### src/rtl/lsu_ctrl_pkg.sv
// rtl/lsu_ctrl_pkg.sv - shared op codes, FSM states and decode helpers for the load/store unit
//
// Purpose: constants and small decode functions used by lsu_ctrl and mem_align.
// Ports  : none (package).
package lsu_ctrl_pkg;

  localparam logic        RST_ENABLE   = 1'b0;
  localparam logic [4:0]  NOP_REG_ADDR = 5'b00000;
  localparam logic [31:0] ZERO_WORD    = 32'h0000_0000;

  localparam logic [3:0] MEM_NONE = 4'h0;
  localparam logic [3:0] MEM_LB   = 4'h1;
  localparam logic [3:0] MEM_LH   = 4'h2;
  localparam logic [3:0] MEM_LW   = 4'h3;
  localparam logic [3:0] MEM_LBU  = 4'h4;
  localparam logic [3:0] MEM_LHU  = 4'h5;
  localparam logic [3:0] MEM_SB   = 4'h6;
  localparam logic [3:0] MEM_SH   = 4'h7;
  localparam logic [3:0] MEM_SW   = 4'h8;

  typedef enum logic [1:0] {
    ST_IDLE = 2'd0,
    ST_REQ  = 2'd1,
    ST_RESP = 2'd2,
    ST_DONE = 2'd3
  } lsu_state_e;

  function automatic logic op_is_load(input logic [3:0] op);
    return (op == MEM_LB) || (op == MEM_LH) || (op == MEM_LW) ||
           (op == MEM_LBU) || (op == MEM_LHU);
  endfunction

  function automatic logic op_is_store(input logic [3:0] op);
    return (op == MEM_SB) || (op == MEM_SH) || (op == MEM_SW);
  endfunction

  function automatic logic op_is_misaligned(input logic [3:0] op, input logic [1:0] addr_lo);
    logic res;
    res = 1'b0;
    case (op)
      MEM_LH, MEM_LHU, MEM_SH: res = addr_lo[0];
      MEM_LW, MEM_SW:          res = (addr_lo != 2'b00);
      default:                 res = 1'b0;
    endcase
    return res;
  endfunction

endpackage

### src/rtl/lsu_ctrl_mem_align.sv
// rtl/lsu_ctrl_mem_align.sv - byte-lane steering for stores and extract/extend for loads
//
// Purpose: purely combinational lane logic for the load/store unit.
// Ports  : i_op      memory op code
//          i_addr_lo address bits [1:0]
//          i_sdata   store source value
//          i_rdata   raw bus read word
//          o_be      byte enables for the access
//          o_wdata   lane-replicated store data (0 for loads)
//          o_ldata   aligned, sign/zero-extended load result
module mem_align
  import lsu_ctrl_pkg::*;
(
  input  logic [3:0]  i_op,
  input  logic [1:0]  i_addr_lo,
  input  logic [31:0] i_sdata,
  input  logic [31:0] i_rdata,
  output logic [3:0]  o_be,
  output logic [31:0] o_wdata,
  output logic [31:0] o_ldata
);

  logic [7:0]  w_byte;
  logic [15:0] w_half;

  always_comb begin
    w_byte = 8'h00;
    case (i_addr_lo)
      2'd0:    w_byte = i_rdata[7:0];
      2'd1:    w_byte = i_rdata[15:8];
      2'd2:    w_byte = i_rdata[23:16];
      default: w_byte = i_rdata[31:24];
    endcase
    w_half = i_addr_lo[1] ? i_rdata[31:16] : i_rdata[15:0];
  end

  always_comb begin
    o_be    = 4'b0000;
    o_wdata = ZERO_WORD;
    o_ldata = ZERO_WORD;
    case (i_op)
      MEM_SB: begin
        o_be    = 4'b0001 << i_addr_lo;
        o_wdata = {4{i_sdata[7:0]}};
      end
      MEM_SH: begin
        o_be    = i_addr_lo[1] ? 4'b1100 : 4'b0011;
        o_wdata = {2{i_sdata[15:0]}};
      end
      MEM_SW: begin
        o_be    = 4'b1111;
        o_wdata = i_sdata;
      end
      MEM_LB: begin
        o_be    = 4'b0001 << i_addr_lo;
        o_ldata = {{24{w_byte[7]}}, w_byte};
      end
      MEM_LBU: begin
        o_be    = 4'b0001 << i_addr_lo;
        o_ldata = {24'h000000, w_byte};
      end
      MEM_LH: begin
        o_be    = i_addr_lo[1] ? 4'b1100 : 4'b0011;
        o_ldata = {{16{w_half[15]}}, w_half};
      end
      MEM_LHU: begin
        o_be    = i_addr_lo[1] ? 4'b1100 : 4'b0011;
        o_ldata = {16'h0000, w_half};
      end
      MEM_LW: begin
        o_be    = 4'b1111;
        o_ldata = i_rdata;
      end
      default: begin
        o_be    = 4'b0000;
        o_wdata = ZERO_WORD;
        o_ldata = ZERO_WORD;
      end
    endcase
  end

endmodule

### src/rtl/lsu_ctrl.sv
// rtl/lsu_ctrl.sv - MEM-stage load/store sequencer driving a req/gnt/rvalid data bus
//
// Purpose: stalls the pipeline across each aligned load/store, presents the
//          extracted load data to MEM/WB, passes non-memory ops straight through.
// Ports  : clk, rst (async, active-low)
//          mem_op_i, mem_addr_i, mem_sdata_i        descriptor from EX/MEM
//          reg_waddr_i, reg_we_i, reg_wdata_i       writeback fields from EX/MEM
//          dbus_req_o, dbus_we_o, dbus_addr_o,
//          dbus_be_o, dbus_wdata_o                  registered bus request
//          dbus_gnt_i, dbus_rvalid_i, dbus_rdata_i  bus handshake/response
//          reg_waddr_o, reg_we_o, reg_wdata_o       to MEM/WB
//          stallreq_o, misalign_o, bus_err_o        pipeline control / status
module lsu_ctrl
  import lsu_ctrl_pkg::*;
#(
  parameter int TIMEOUT_CYCLES = 64,
  parameter int CNT_W          = 7
) (
  input  logic        clk,
  input  logic        rst,
  input  logic [3:0]  mem_op_i,
  input  logic [31:0] mem_addr_i,
  input  logic [31:0] mem_sdata_i,
  input  logic [4:0]  reg_waddr_i,
  input  logic        reg_we_i,
  input  logic [31:0] reg_wdata_i,
  output logic        dbus_req_o,
  output logic        dbus_we_o,
  output logic [31:0] dbus_addr_o,
  output logic [3:0]  dbus_be_o,
  output logic [31:0] dbus_wdata_o,
  input  logic        dbus_gnt_i,
  input  logic        dbus_rvalid_i,
  input  logic [31:0] dbus_rdata_i,
  output logic [4:0]  reg_waddr_o,
  output logic        reg_we_o,
  output logic [31:0] reg_wdata_o,
  output logic        stallreq_o,
  output logic        misalign_o,
  output logic        bus_err_o
);

  localparam logic [CNT_W-1:0] TO_LAST = CNT_W'(TIMEOUT_CYCLES - 1);

  lsu_state_e        r_state;
  lsu_state_e        w_next;
  logic [CNT_W-1:0]  r_cnt;
  logic              r_req;
  logic              r_we;
  logic [31:0]       r_addr;
  logic [3:0]        r_be;
  logic [31:0]       r_wdata;
  logic [31:0]       r_rdata;
  logic              r_err;

  logic              w_is_load;
  logic              w_is_store;
  logic              w_is_mem;
  logic              w_misalign;
  logic              w_start;
  logic              w_timeout;
  logic [3:0]        w_be;
  logic [31:0]       w_wdata;
  logic [31:0]       w_ldata;

  // The pipeline is held while the access is in flight, so the EX/MEM
  // inputs stay valid through DONE and can be decoded directly there.
  assign w_is_load  = op_is_load(mem_op_i);
  assign w_is_store = op_is_store(mem_op_i);
  assign w_is_mem   = w_is_load | w_is_store;
  assign w_misalign = op_is_misaligned(mem_op_i, mem_addr_i[1:0]);
  assign w_start    = w_is_mem & ~w_misalign;
  assign w_timeout  = (r_cnt == TO_LAST);

  mem_align u_mem_align (
    .i_op      (mem_op_i),
    .i_addr_lo (mem_addr_i[1:0]),
    .i_sdata   (mem_sdata_i),
    .i_rdata   (dbus_rdata_i),
    .o_be      (w_be),
    .o_wdata   (w_wdata),
    .o_ldata   (w_ldata)
  );

  always_ff @(posedge clk or negedge rst) begin
    if (!rst) begin
      r_state <= ST_IDLE;
      r_cnt   <= '0;
      r_req   <= 1'b0;
      r_we    <= 1'b0;
      r_addr  <= ZERO_WORD;
      r_be    <= 4'b0000;
      r_wdata <= ZERO_WORD;
      r_rdata <= ZERO_WORD;
      r_err   <= 1'b0;
    end else begin
      r_state <= w_next;
      case (r_state)
        ST_IDLE: begin
          if (w_start) begin
            r_req   <= 1'b1;
            r_we    <= w_is_store;
            r_addr  <= {mem_addr_i[31:2], 2'b00};
            r_be    <= w_be;
            r_wdata <= w_wdata;
            r_cnt   <= '0;
            r_rdata <= ZERO_WORD;
            r_err   <= 1'b0;
          end
        end
        ST_REQ: begin
          r_cnt <= r_cnt + CNT_W'(1);
          if (dbus_gnt_i) begin
            r_req <= 1'b0;
          end else if (w_timeout) begin
            r_req <= 1'b0;
            r_err <= 1'b1;
          end
        end
        ST_RESP: begin
          r_cnt <= r_cnt + CNT_W'(1);
          if (dbus_rvalid_i) begin
            r_rdata <= w_is_load ? w_ldata : ZERO_WORD;
          end else if (w_timeout) begin
            r_err <= 1'b1;
          end
        end
        default: begin
          // Leave the bus quiet between accesses.
          r_we    <= 1'b0;
          r_addr  <= ZERO_WORD;
          r_be    <= 4'b0000;
          r_wdata <= ZERO_WORD;
        end
      endcase
    end
  end

  always_comb begin
    w_next = r_state;
    case (r_state)
      ST_IDLE: if (w_start) w_next = ST_REQ;
      ST_REQ: begin
        if (dbus_gnt_i)     w_next = ST_RESP;
        else if (w_timeout) w_next = ST_DONE;
      end
      ST_RESP: begin
        if (dbus_rvalid_i || w_timeout) w_next = ST_DONE;
      end
      default: w_next = ST_IDLE;
    endcase
  end

  // The writeback outputs are combinational, so they are forced to their
  // reset values while rst is asserted rather than relying on the state.
  always_comb begin
    reg_waddr_o = NOP_REG_ADDR;
    reg_we_o    = 1'b0;
    reg_wdata_o = ZERO_WORD;
    stallreq_o  = 1'b0;
    misalign_o  = 1'b0;
    bus_err_o   = 1'b0;
    if (rst != RST_ENABLE) begin
      case (r_state)
        ST_IDLE: begin
          reg_waddr_o = reg_waddr_i;
          reg_wdata_o = reg_wdata_i;
          if (!w_is_mem)       reg_we_o   = reg_we_i;
          else if (w_misalign) misalign_o = 1'b1;
          else                 stallreq_o = 1'b1;
        end
        ST_REQ, ST_RESP: begin
          reg_waddr_o = reg_waddr_i;
          stallreq_o  = 1'b1;
        end
        default: begin
          reg_waddr_o = reg_waddr_i;
          reg_wdata_o = r_rdata;
          reg_we_o    = w_is_load & reg_we_i & ~r_err;
          bus_err_o   = r_err;
        end
      endcase
    end
  end

  assign dbus_req_o   = r_req;
  assign dbus_we_o    = r_we;
  assign dbus_addr_o  = r_addr;
  assign dbus_be_o    = r_be;
  assign dbus_wdata_o = r_wdata;

endmodule

### config.mk
export PLATFORM = sky130hd
export DESIGN_NAME = lsu_ctrl
export DESIGN_NICKNAME = d
export VERILOG_FILES = /design/src/rtl/lsu_ctrl_pkg.sv /design/src/rtl/lsu_ctrl_mem_align.sv /design/src/rtl/lsu_ctrl.sv
export SDC_FILE = /design/constraint.sdc
export NUM_CORES = 1
export LEC_CHECK = 0
export ABC_AREA = 0
export CAP_MARGIN = 10
export CORE_UTILIZATION = 47
export DETAILED_ROUTE_END_ITERATION = 10
export PLACE_DENSITY = 0.92
export SLEW_MARGIN = 40
export SYNTH_ARGS = -nofsm -noshare
export SYNTH_HDL_FRONTEND = slang
export SYNTH_SLANG_ARGS = --single-unit
### constraint.sdc
create_clock -name clk -period 6.2 [get_ports clk]
set_clock_uncertainty 0.2 [all_clocks]
set_input_delay 0.93 -clock clk [delete_from_list [all_inputs] [get_ports clk]]
set_output_delay 0.93 -clock clk [all_outputs]
set_load 0.1 [all_outputs]
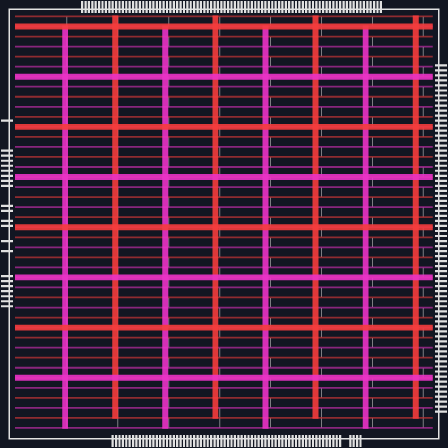
*Supply network, run 1*
Pins as bars on the die edge. Tap cells in grey.
Magenta stands for VSS. Red stands for VDD.
253 signal pins sit on the boundary. 8 straps on met5.
die width: 116 µm
Worst IR Drop VDD: 0.454 mV
core area: 12600 µm²
Die Y: 116 µm

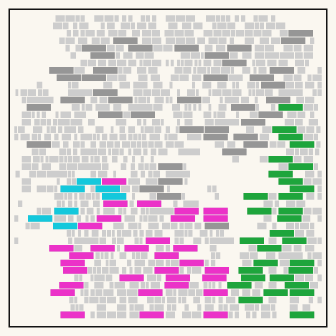
*Sequential cells coloured by netlist name, run 1*
Other sequential cells in the stronger grey, the rest of the logic in the fainter grey.
Magenta stands for dbus_wdata_o, sequential cells 32. Cyan stands for r_cnt, sequential cells 7, where left middle. Green stands for dbus_addr_o, sequential cells 30.
Another 41 sequential cells are not coloured.

==> impl_metrics.csv, run 1 <==
group,metric,value,unit
clock_tree,cts_tree,"built",
synthesis,yosys-stat-area,6110,µm²
synthesis,yosys-stat-cells,600,
setup_path,critPathTopFamily,"buffers and inverters",
global_route,track_usage,27.7,%
synthesis,yosys-top-cells-area,"dfrtp_1 (45%), a22o_1 (14%), nand2_1 (5.0%)",
synthesis,ys_seq_share,45.1,%
clock_tree,path_clk_slew,0.07,ns
layout,area_delta_synth_final,37.5,%
floorplanning,io_pins,253,
final_timing,tightest_slew,0.704,ns
setup_path,r2r_cells,6,
synthesis,most_common_cell,"dfrtp_1",
setup_path,crit_path_end,"misalign_o",
global_route,grt_use_met1,36.4,%
detailed_routing,viasPerCell,5.96,
global_route,grt_util_met2,43.4,%
detailed_routing,totalWireLength,18.9,mm
clock_tree,htree_levels,3,
global_route,grt_start_max_net_pins,64,
hold_path,min-delay-start,"dbus_we_o$_DFFE_PN0P_",
clock_tree,hold_buffers,0,
setup_path,cp.arrival,3.38,ns
setup_path,required,5.07,ns
clock_tree,clk_path_buf_depth,2,
global_route,grt_pass1_vias,5575,
clock_tree,cts_resized,0,
detailed_routing,drtIter0Drc,624,
synthesis,top_area_share,45.1,%
clock_tree,cts_buffers,9,
power_and_ir_drop,power,0.00372,W
layout,layout.nets,966,
layout,final_cell_mix,"clkdlybuf4s50_1 (139), dfrtp_1 (110), buf_2 (107)",
final_timing,fmax,0.222,GHz
hold_path,hold_path_class,"register to register",
detailed_routing,first_pass_iters,5,
synthesis,async_flop_share,100,%
setup_path,ff2ff_setup_slack,3.58,ns
global_route,grt_pass1_wl,28.7,mm
clock_tree,clock_sinks,110,
setup_path,setup.worst_path.start,"mem_op_i[1]",
place,io_buffers,250,
detailed_routing,drc,0,
layout,mostFrequentLayoutCell,"clkdlybuf4s50_1",
place,placed_area,8100,µm²
flow_run,drv_cap,0,
setup_path,r2r-start,"r_state[0]$_DFFE_PN0P_",
layout,nFillCells,1019,
synthesis,netlist.top_cell.by_area,"dfrtp_1",
global_route,grt_overflow,0,
final_timing,finalCritPeriodShare,72.7,%
final_timing,period_needed,4.51,ns
setup_path,worstSetupPathDepth,6,
synthesis,synth_cells,600,
synthesis,synth-warning-count,0,
floorplanning,chip_area,13500,µm²
synthesis,yosys-top-cells-count,"dfrtp_1 (110), a22o_1 (95), nand2_1 (81)",
layout,regArea,2750,µm²
setup_path,crit_buf_inv,2,
final_timing,rsz0062_at_grt,"no",
place,place.gp.congestion,0.926,
synthesis,avgSynthCellArea,10.2,µm²
global_route,grtUsageMet3,6.80,%
power_and_ir_drop,leakagePower,4.03,nW
final_timing,setup_viol,0,
detailed_routing,met2_length,9.15,mm
final_timing,slew_viol_final,0,
layout,drive_above_1_share,21.4,%
power_and_ir_drop,p_per_area,442,nW/µm²
status,status,"finished, final reports clean",
detailed_routing,num_vias,5932,
layout,diodes,0,
final_timing,hold_viol,0,
setup_path,path_class,"input pin to output pin",
global_route,antenna_found_initial,1,
clock_tree,cts_root_buf,"clkbuf_16",
synthesis,synth-main-ff-cell,"dfrtp_1",
clock_tree,post_cts_buffers,0,
final_timing,fin_tns_setup,0,ns
synthesis,ys_types,65,
setup_path,end_kind,"output pin",
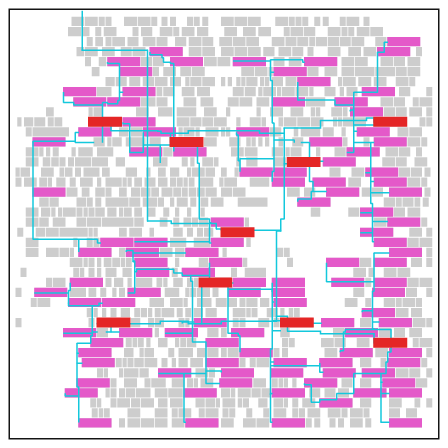
*Routed clock nets over the placement, run 1*
Magenta stands for flip-flops, count 110. Cyan stands for clock wires, length 1300 µm. Red stands for cells driving clock nets, count 9.
Position of the flops: spread over the die. There are 10 routed clock nets.
Power Clock: 0.000556 W
clk_lat worst skew: 0.36 ns
Clock power frac: 15.0%

-- run 1: worst min path at each step --
stage                                         endpoint  cells past startpoint  slack (ns)
after floorplan                   r_cnt[4]$_DFFE_PN0P_                      1        0.25
after global placement           dbus_we_o$_DFFE_PN0P_                      2        0.26
after detailed placement         dbus_we_o$_DFFE_PN0P_                      2        0.26
after CTS                        dbus_we_o$_DFFE_PN0P_                      2        0.28
after global routing      dbus_wdata_o[28]$_DFFE_PN0P_                      2        0.31
final                            dbus_we_o$_DFFE_PN0P_                      2        0.27
-- run 1: per-stage QoR --
| stage | hold WS (ns) | utilization [%] | cells | setup slack, ns |
|---|---|---|---|---|
| after global placement | 0.264 | 68.2 | 979 | 1.66 |
| final | 0.271 | 66.6 | 996 | 1.69 |
| after global routing | 0.310 | 66.6 | 996 | 1.52 |
| after CTS | 0.276 | 66.4 | 995 | 1.49 |
| after floorplan | 0.246 | - | 601 | 1.11 |
| after detailed placement | 0.258 | 64.2 | 979 | 1.50 |
-- run 1: cells by family (layout without fill, tap and decap cells) --
family | count (synthesis) | in the layout | share of synthesized area [%]
simple gates | 159 | 159 | 12.6
mux | 37 | 37 | 7.01
flops | 110 | 110 | 45.1
xor+xnor | 1 | 1 | 0.143
fa+ha+maj | 5 | 5 | 1.02
other cells | 1 | 2 | 0.0614
buf+inv | 62 | 285 | 5.37
compound gates | 225 | 225 | 28.7
-- run 1: cell type report --
cell class | instances | share of cell area (%)
Inverter | 9 | 0.402
Multi-Input combinational cell | 429 | 36.6
Tap cell | 172 | 2.56
Timing Repair Buffer | 260 | 24.3
Clock buffer | 9 | 2.68
Sequential cell | 110 | 32.8
Clock inverter | 7 | 0.655
-- run 1: power breakdown --
part           internal [W]  switching (W)
logic              0.000480        0.00172
clock network      0.000278       0.000278
registers          0.000870      0.0000936
### Cells coloured by class, run 1

Scale bar: 20 µm.
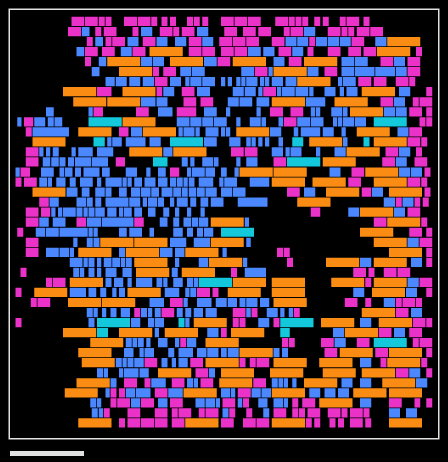

==> inputs of run 2 (changes only) <==
--- a/config.mk
+++ b/config.mk
@@ -7,9 +7,9 @@
 export LEC_CHECK = 0
 export ABC_AREA = 0
 export CAP_MARGIN = 10
-export CORE_UTILIZATION = 47
+export CORE_UTILIZATION = 44
 export DETAILED_ROUTE_END_ITERATION = 10
-export PLACE_DENSITY = 0.92
+export PLACE_DENSITY = 0.87
 export SLEW_MARGIN = 40
 export SYNTH_ARGS = -nofsm -noshare
 export SYNTH_HDL_FRONTEND = slang
==> constraint.sdc (replaced) <==
create_clock -name clk -period 4.4 [get_ports clk]
set_clock_uncertainty 0.2 [all_clocks]
set_input_delay 0.66 -clock clk [delete_from_list [all_inputs] [get_ports clk]]
set_output_delay 0.66 -clock clk [all_outputs]
set_load 0.1 [all_outputs]
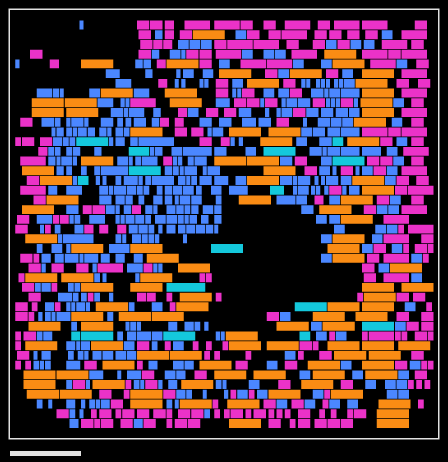
*Cells coloured by class, run 2*
Scale bar: 20 µm.
Orange stands for flip-flops, cells 110, share of their area 31%. Magenta stands for other buffers and delay cells, cells 268, share of their area 30%. Blue stands for all other logic, cells 438, share of their area 35%. Cyan stands for clock drivers and dummy loads, cells 16, share of their area 3.6%.
Core Util, Final: 67.5%
Seq area share: 30.4%
Cell Rows: 42
core area: 13400 µm²
fin area: 9040 µm²

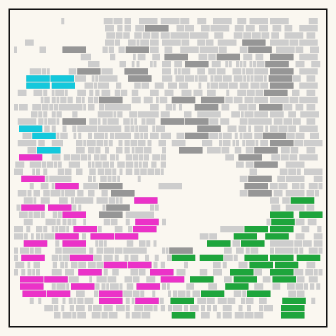
*Sequential cells coloured by netlist name, run 2*
Other sequential cells in the stronger grey, the rest of the logic in the fainter grey.
Green stands for dbus_addr_o, sequential cells 30, where bottom right. Cyan stands for r_cnt, sequential cells 7, where top left. Magenta stands for dbus_wdata_o, sequential cells 32.
Another 41 sequential cells are not coloured.

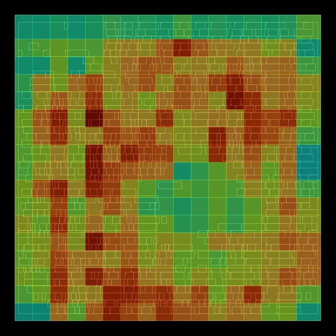
*Routing congestion, run 2*
M2 GR Usage: 48.3%
Total Routing Usage GR: 27.7%

==> impl_metrics.csv, run 2 <==
group,metric,value,unit
status,status,"finished, final reports clean",
synthesis,netlist.top_cell.by_area,"dfrtp_1",
final_timing,tightest_slew,0.838,ns
synthesis,synth_cells,600,
synthesis,synth-warning-count,0,
global_route,antenna_found_initial,0,
power_and_ir_drop,power_leader,"combinational logic",
power_and_ir_drop,p_sw_share,54.3,%
setup_path,end_kind,"output pin",
power_and_ir_drop,p_comb_share,60.0,%
power_and_ir_drop,internal_power,0.00254,W
setup_path,path_class,"input pin to output pin",
clock_tree,hold_buffers,1,
setup_path,required,3.54,ns
floorplanning,io_pins,253,
power_and_ir_drop,pwr-share-seq,24.6,%
place,io_buffers,250,
final_timing,timing.final.ws_setup,0.518,ns
clock_tree,path_clk_slew,0.07,ns
hold_path,hold_path_class,"register to register",
floorplanning,die_w,120,µm
detailed_routing,drtIter0Drc,473,
power_and_ir_drop,p_seq,0.00137,W
synthesis,avgSynthCellArea,10.2,µm²
power_and_ir_drop,pg_clk,0.000854,W
global_route,grt_start_max_net_pins,61,
synthesis,synth-main-ff-cell,"dfrtp_1",
layout,final_cell_mix,"clkdlybuf4s50_1 (140), dfrtp_1 (110), a22o_1 (95)",
power_and_ir_drop,p_per_area,615,nW/µm²
synthesis,async_flop_share,100,%
detailed_routing,met2_length,10.3,mm
synthesis,ys_types,65,
floorplanning,die_h,120,µm
global_route,grtUsageMet3,5.85,%
detailed_routing,totalWireLength,20.0,mm
synthesis,yosys-top-cells-count,"dfrtp_1 (110), a22o_1 (95), nand2_1 (81)",
place,place_ws,0.586,ns
power_and_ir_drop,leakagePower,4.19,nW
floorplanning,chip_area,14400,µm²
final_timing,fin_tns_setup,0,ns
clock_tree,post_cts_buffers,0,
detailed_routing,drc,0,
place,place.gp.congestion,0.904,
final_timing,setup_viol,0,
layout,nFillCells,993,
layout,drive_above_1_share,21.6,%
clock_tree,cts_tree,"built",
final_timing,fmax,0.258,GHz
final_timing,slew_viol_final,0,
final_timing,rsz0062_at_grt,"no",
setup_path,cp.arrival,3.02,ns
synthesis,most_common_cell,"dfrtp_1",
synthesis,yosys-top-cells-area,"dfrtp_1 (45%), a22o_1 (14%), nand2_1 (5.0%)",
power_and_ir_drop,switching_power,0.00302,W
detailed_routing,first_pass_iters,5,
layout,mostFrequentLayoutCell,"clkdlybuf4s50_1",
synthesis,yosys-stat-cells,600,
final_timing,hold_viol,0,
layout,diodes,0,
power_and_ir_drop,power,0.00556,W
synthesis,ys_seq_share,45.1,%
layout,final_cell_count_no_fill,1008,
layout,area_delta_synth_final,48.1,%
layout,regArea,2750,µm²
synthesis,top_area_share,45.1,%
-- run 2: cells by family (layout without fill, tap and decap cells) --
group	after synthesis	count (layout)	share of synthesized area (%)
compound gates	225	225	28.7
buf+inv	62	293	5.37
other cells	1	2	0.0614
flops	110	110	45.1
simple gates	159	159	12.6
mux	37	37	7.01
xor+xnor	1	1	0.143
fa+ha+maj	5	5	1.02
-- run 2: path summary, 6_finish.rpt --
| path | from | to | slack (ns) | cells after the start |
|---|---|---|---|---|
| min | dbus_we_o$_DFFE_PN0P_ | dbus_we_o$_DFFE_PN0P_ | 0.29 | 2 |
| min reg2reg | dbus_we_o$_DFFE_PN0P_ | dbus_we_o$_DFFE_PN0P_ | 0.29 | 2 |
| max in group asynchronous | rst | r_rdata[2]$_DFFE_PN0P_ | 2.72 | 3 |
| max | mem_op_i[0] | misalign_o | 0.52 | 6 |
| min in group asynchronous | rst | r_state[0]$_DFFE_PN0P_ | 0.45 | 2 |
| max reg2reg | r_state[1]$_DFFE_PN0P_ | dbus_wdata_o[3]$_DFFE_PN0P_ | 1.74 | 7 |
-- run 2: stage by stage --
stage | cell area [µm²] | hold slack, ns
final | 9040 | 0.286
after global routing | 9040 | 0.307
after CTS | 9010 | 0.288
after detailed placement | 8680 | 0.271
after global placement | 9010 | 0.262
after floorplan | 6120 | 0.164
-- run 2: cell type report --
type                            instances  share of cell area [%]
Timing Repair Buffer                  268                    29.2
Sequential cell                       110                    30.4
Tap cell                              176                    2.43
Clock inverter                          7                    1.01
Clock buffer                            9                    2.49
Inverter                                9                   0.374
Multi-Input combinational cell        429                    34.0
-- run 2: worst max-delay path, stage by stage --
cell	delay, ns
clkdlybuf4s50_1	0.90
nor2b_1	0.31
a21boi_1	0.48
nor2_1	0.14
nor3b_2	0.32
buf_12	0.22
### Routed clock nets over the placement, run 2

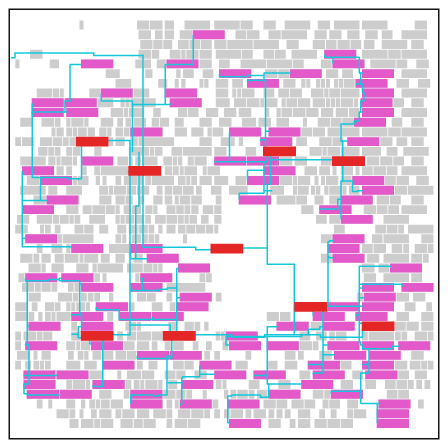

==> inputs of run 3 (changes only) <==
--- a/config.mk
+++ b/config.mk
@@ -10,7 +10,6 @@
 export CORE_UTILIZATION = 44
 export DETAILED_ROUTE_END_ITERATION = 10
 export PLACE_DENSITY = 0.87
-export SLEW_MARGIN = 40
 export SYNTH_ARGS = -nofsm -noshare
 export SYNTH_HDL_FRONTEND = slang
 export SYNTH_SLANG_ARGS = --single-unit
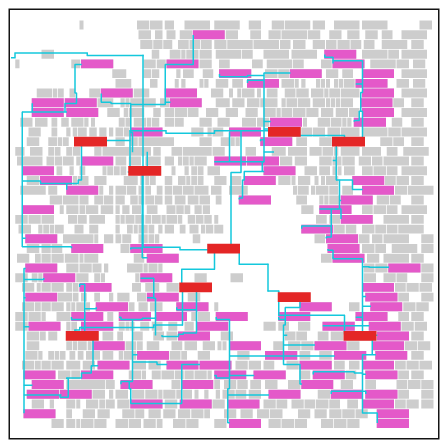
*Routed clock nets over the placement, run 3*
Red stands for cells driving clock nets, count 9. Magenta stands for flip-flops, count 110. Cyan stands for clock wires, length 1300 µm.
Position of the flops: spread over the die. There are 10 routed clock nets.

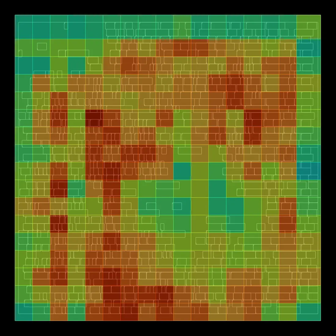
*Routing congestion, run 3*
GRT busiest layer: met2
met1 global-route usage: 34.1%

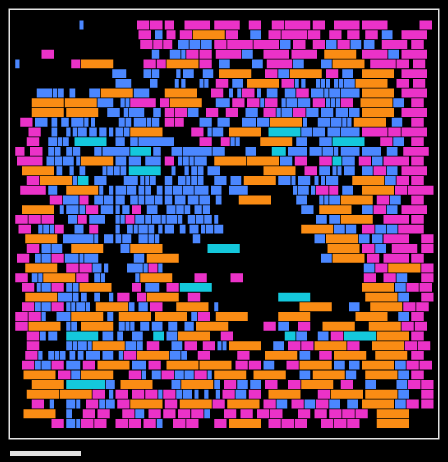
*Cells coloured by class, run 3*
Scale bar: 20 µm.
Magenta stands for other buffers and delay cells, cells 267, share of their area 33%. Orange stands for flip-flops, cells 110, share of their area 30%. Cyan stands for clock drivers and dummy loads, cells 16, share of their area 3.5%. Blue stands for all other logic, cells 438, share of their area 34%.

==> impl_metrics.csv, run 3 <==
group,metric,value,unit
status,status,"finished, final reports clean",
synthesis,most_common_cell,"dfrtp_1",
floorplanning,num_rows,42,
detailed_routing,num_vias,5987,
detailed_routing,drc,0,
setup_path,crit_buf_inv,2,
synthesis,synth_cells,600,
clock_tree,cts_resized,0,
setup_path,ff2ff_setup_slack,1.55,ns
global_route,grt_pass1_vias,5893,
layout,area_delta_synth_final,52.9,%
clock_tree,clock_sinks,110,
clock_tree,insertion_delay,0.35,ns
setup_path,max_stage_delay,0.91,ns
floorplanning,die_h,120,µm
flow_run,drv_cap,0,
setup_path,cp.arrival,2.99,ns
place,placed_area,9010,µm²
final_timing,period_needed,3.85,ns
setup_path,setup.worst_path.start,"mem_op_i[0]",
power_and_ir_drop,leakagePower,4.04,nW
layout,n_clock_buffer,9,
floorplanning,io_pins,253,
global_route,antenna_found_initial,0,
synthesis,top_area_share,45.1,%
setup_path,required,3.54,ns
place,place.gp.congestion,0.904,
setup_path,critPathSlowestCell,"clkdlybuf4s50_1",
setup_path,r2r_end,"dbus_wdata_o[17]$_DFFE_PN0P_",
final_timing,tightest_slew,1.08,ns
detailed_routing,drtIter0Drc,479,
final_timing,fin_tns_setup,0,ns
synthesis,ys_seq_share,45.1,%
final_timing,hold_viol,0,
layout,final_cell_mix,"clkdlybuf4s50_1 (208), dfrtp_1 (110), a22o_1 (95)",
hold_path,hold_path_class,"register to register",
setup_path,cp_cell_sequence,"clkdlybuf4s50_1, nor2b_1, a21boi_1, nor2_1, nor3b_2, buf_12",
floorplanning,die_w,120,µm
power_and_ir_drop,peakVddDrop,0.368,mV
layout,logic_gates,429,
global_route,grt_start_max_net_pins,61,
synthesis,netlist.top_cell.by_area,"dfrtp_1",
layout,stdcell_area,9340,µm²
setup_path,path_class,"input pin to output pin",
synthesis,synth-warning-count,0,
layout,layout.nets,973,
layout,biggestCellCategory,"multi-input combinational cells",
final_timing,finalCritPeriodShare,87.5,%
layout,nFillCells,960,
hold_path,min-delay-start,"dbus_we_o$_DFFE_PN0P_",
final_timing,fmax,0.260,GHz
synthesis,yosys-top-cells-count,"dfrtp_1 (110), a22o_1 (95), nand2_1 (81)",
power_and_ir_drop,pwr-share-clk,15.0,%
setup_path,end_kind,"output pin",
clock_tree,clk_path_buf_depth,2,
final_timing,slew_viol_final,0,
synthesis,synth-main-ff-cell,"dfrtp_1",
power_and_ir_drop,p_comb_share,60.8,%
global_route,track_usage,27.9,%
hold_path,hold_depth,2,
layout,mostFrequentLayoutCell,"clkdlybuf4s50_1",
place,io_buffers,250,
layout,sh_seq_area,29.5,%
layout,drive_above_1_share,13.1,%
final_timing,setup_viol,0,
layout,fin_util,69.7,%
layout,combAreaFraction,32.7,%
clock_tree,htree_levels,3,
hold_path,whs_endpoint,"dbus_we_o$_DFFE_PN0P_",
setup_path,r2r_cells,7,
layout,nonClkBufAreaFrac,31.8,%
synthesis,async_flop_share,100,%
global_route,grt_pass1_wl,31.2,mm
layout,regArea,2750,µm²
floorplanning,core-area,13400,µm²
clock_tree,post_cts_buffers,0,
synthesis,yosys-stat-cells,600,
setup_path,r2r-start,"r_state[0]$_DFFE_PN0P_",
## run 3: cells by family after synthesis
group / count (synthesis) / synth area share (%)
AND/OR/NAND/NOR: 159 / 12.6
multiplexers: 37 / 7.01
buffers and inverters: 62 / 5.37
XOR/XNOR: 1 / 0.143
flip-flops: 110 / 45.1
other: 1 / 0.0614
AND-OR/OR-AND: 225 / 28.7
adder cells (fa/ha/maj): 5 / 1.02
## run 3: worst max-delay path by stage
stage                                        end  depth (start not counted)
after CTS                             misalign_o                          6
after global placement                stallreq_o                          6
after floorplan                         reg_we_o                          5
after global routing                  stallreq_o                          6
after detailed placement  r_rdata[8]$_DFFE_PN0P_                          6
final                                 misalign_o                          6
## run 3: tightest hold or removal path, delay by kind of cell, from the launching register on
| kind | cells | cell delay (ns) |
|---|---|---|
| flops | 1 | 0.35 |
| simple gates | 2 | 0.11 |
## run 3: repair_timing
| action | in CTS | in global routing |
|---|---|---|
| setup endpoints to repair | 0 | 0 |
| hold buffers | 1 | 0 |
| hold endpoints to repair | 5 | 0 |
## run 3: metrics by stage
stage	std cells	setup slack, ns
after floorplan	601	0.575
after global placement	990	0.678
after detailed placement	990	0.588
after CTS	1007	0.579
after global routing	1007	0.399
final	1007	0.550
## run 3: power by group through the flow
stage / registers [W] / logic (W) / clock network [W]
floorplan: 0.00245 / 0.00148 / 0
detailed placement: 0.00139 / 0.00345 / 0
finish: 0.00137 / 0.00346 / 0.000852
CTS: 0.00137 / 0.00346 / 0.000872
global route: 0.00140 / 0.00360 / 0.000912
global placement: 0.00137 / 0.00338 / 0
## run 3: per-layer routing
| layer | share of wire (%) | track usage, % |
|---|---|---|
| met5 | 0 | 0 |
| met1 | 40 | 34.1 |
| met2 | 52 | 48.8 |
| met3 | 6.6 | 6.75 |
| met4 | 1.6 | 7.58 |
Power is estimated from default activity; no workload was simulated.
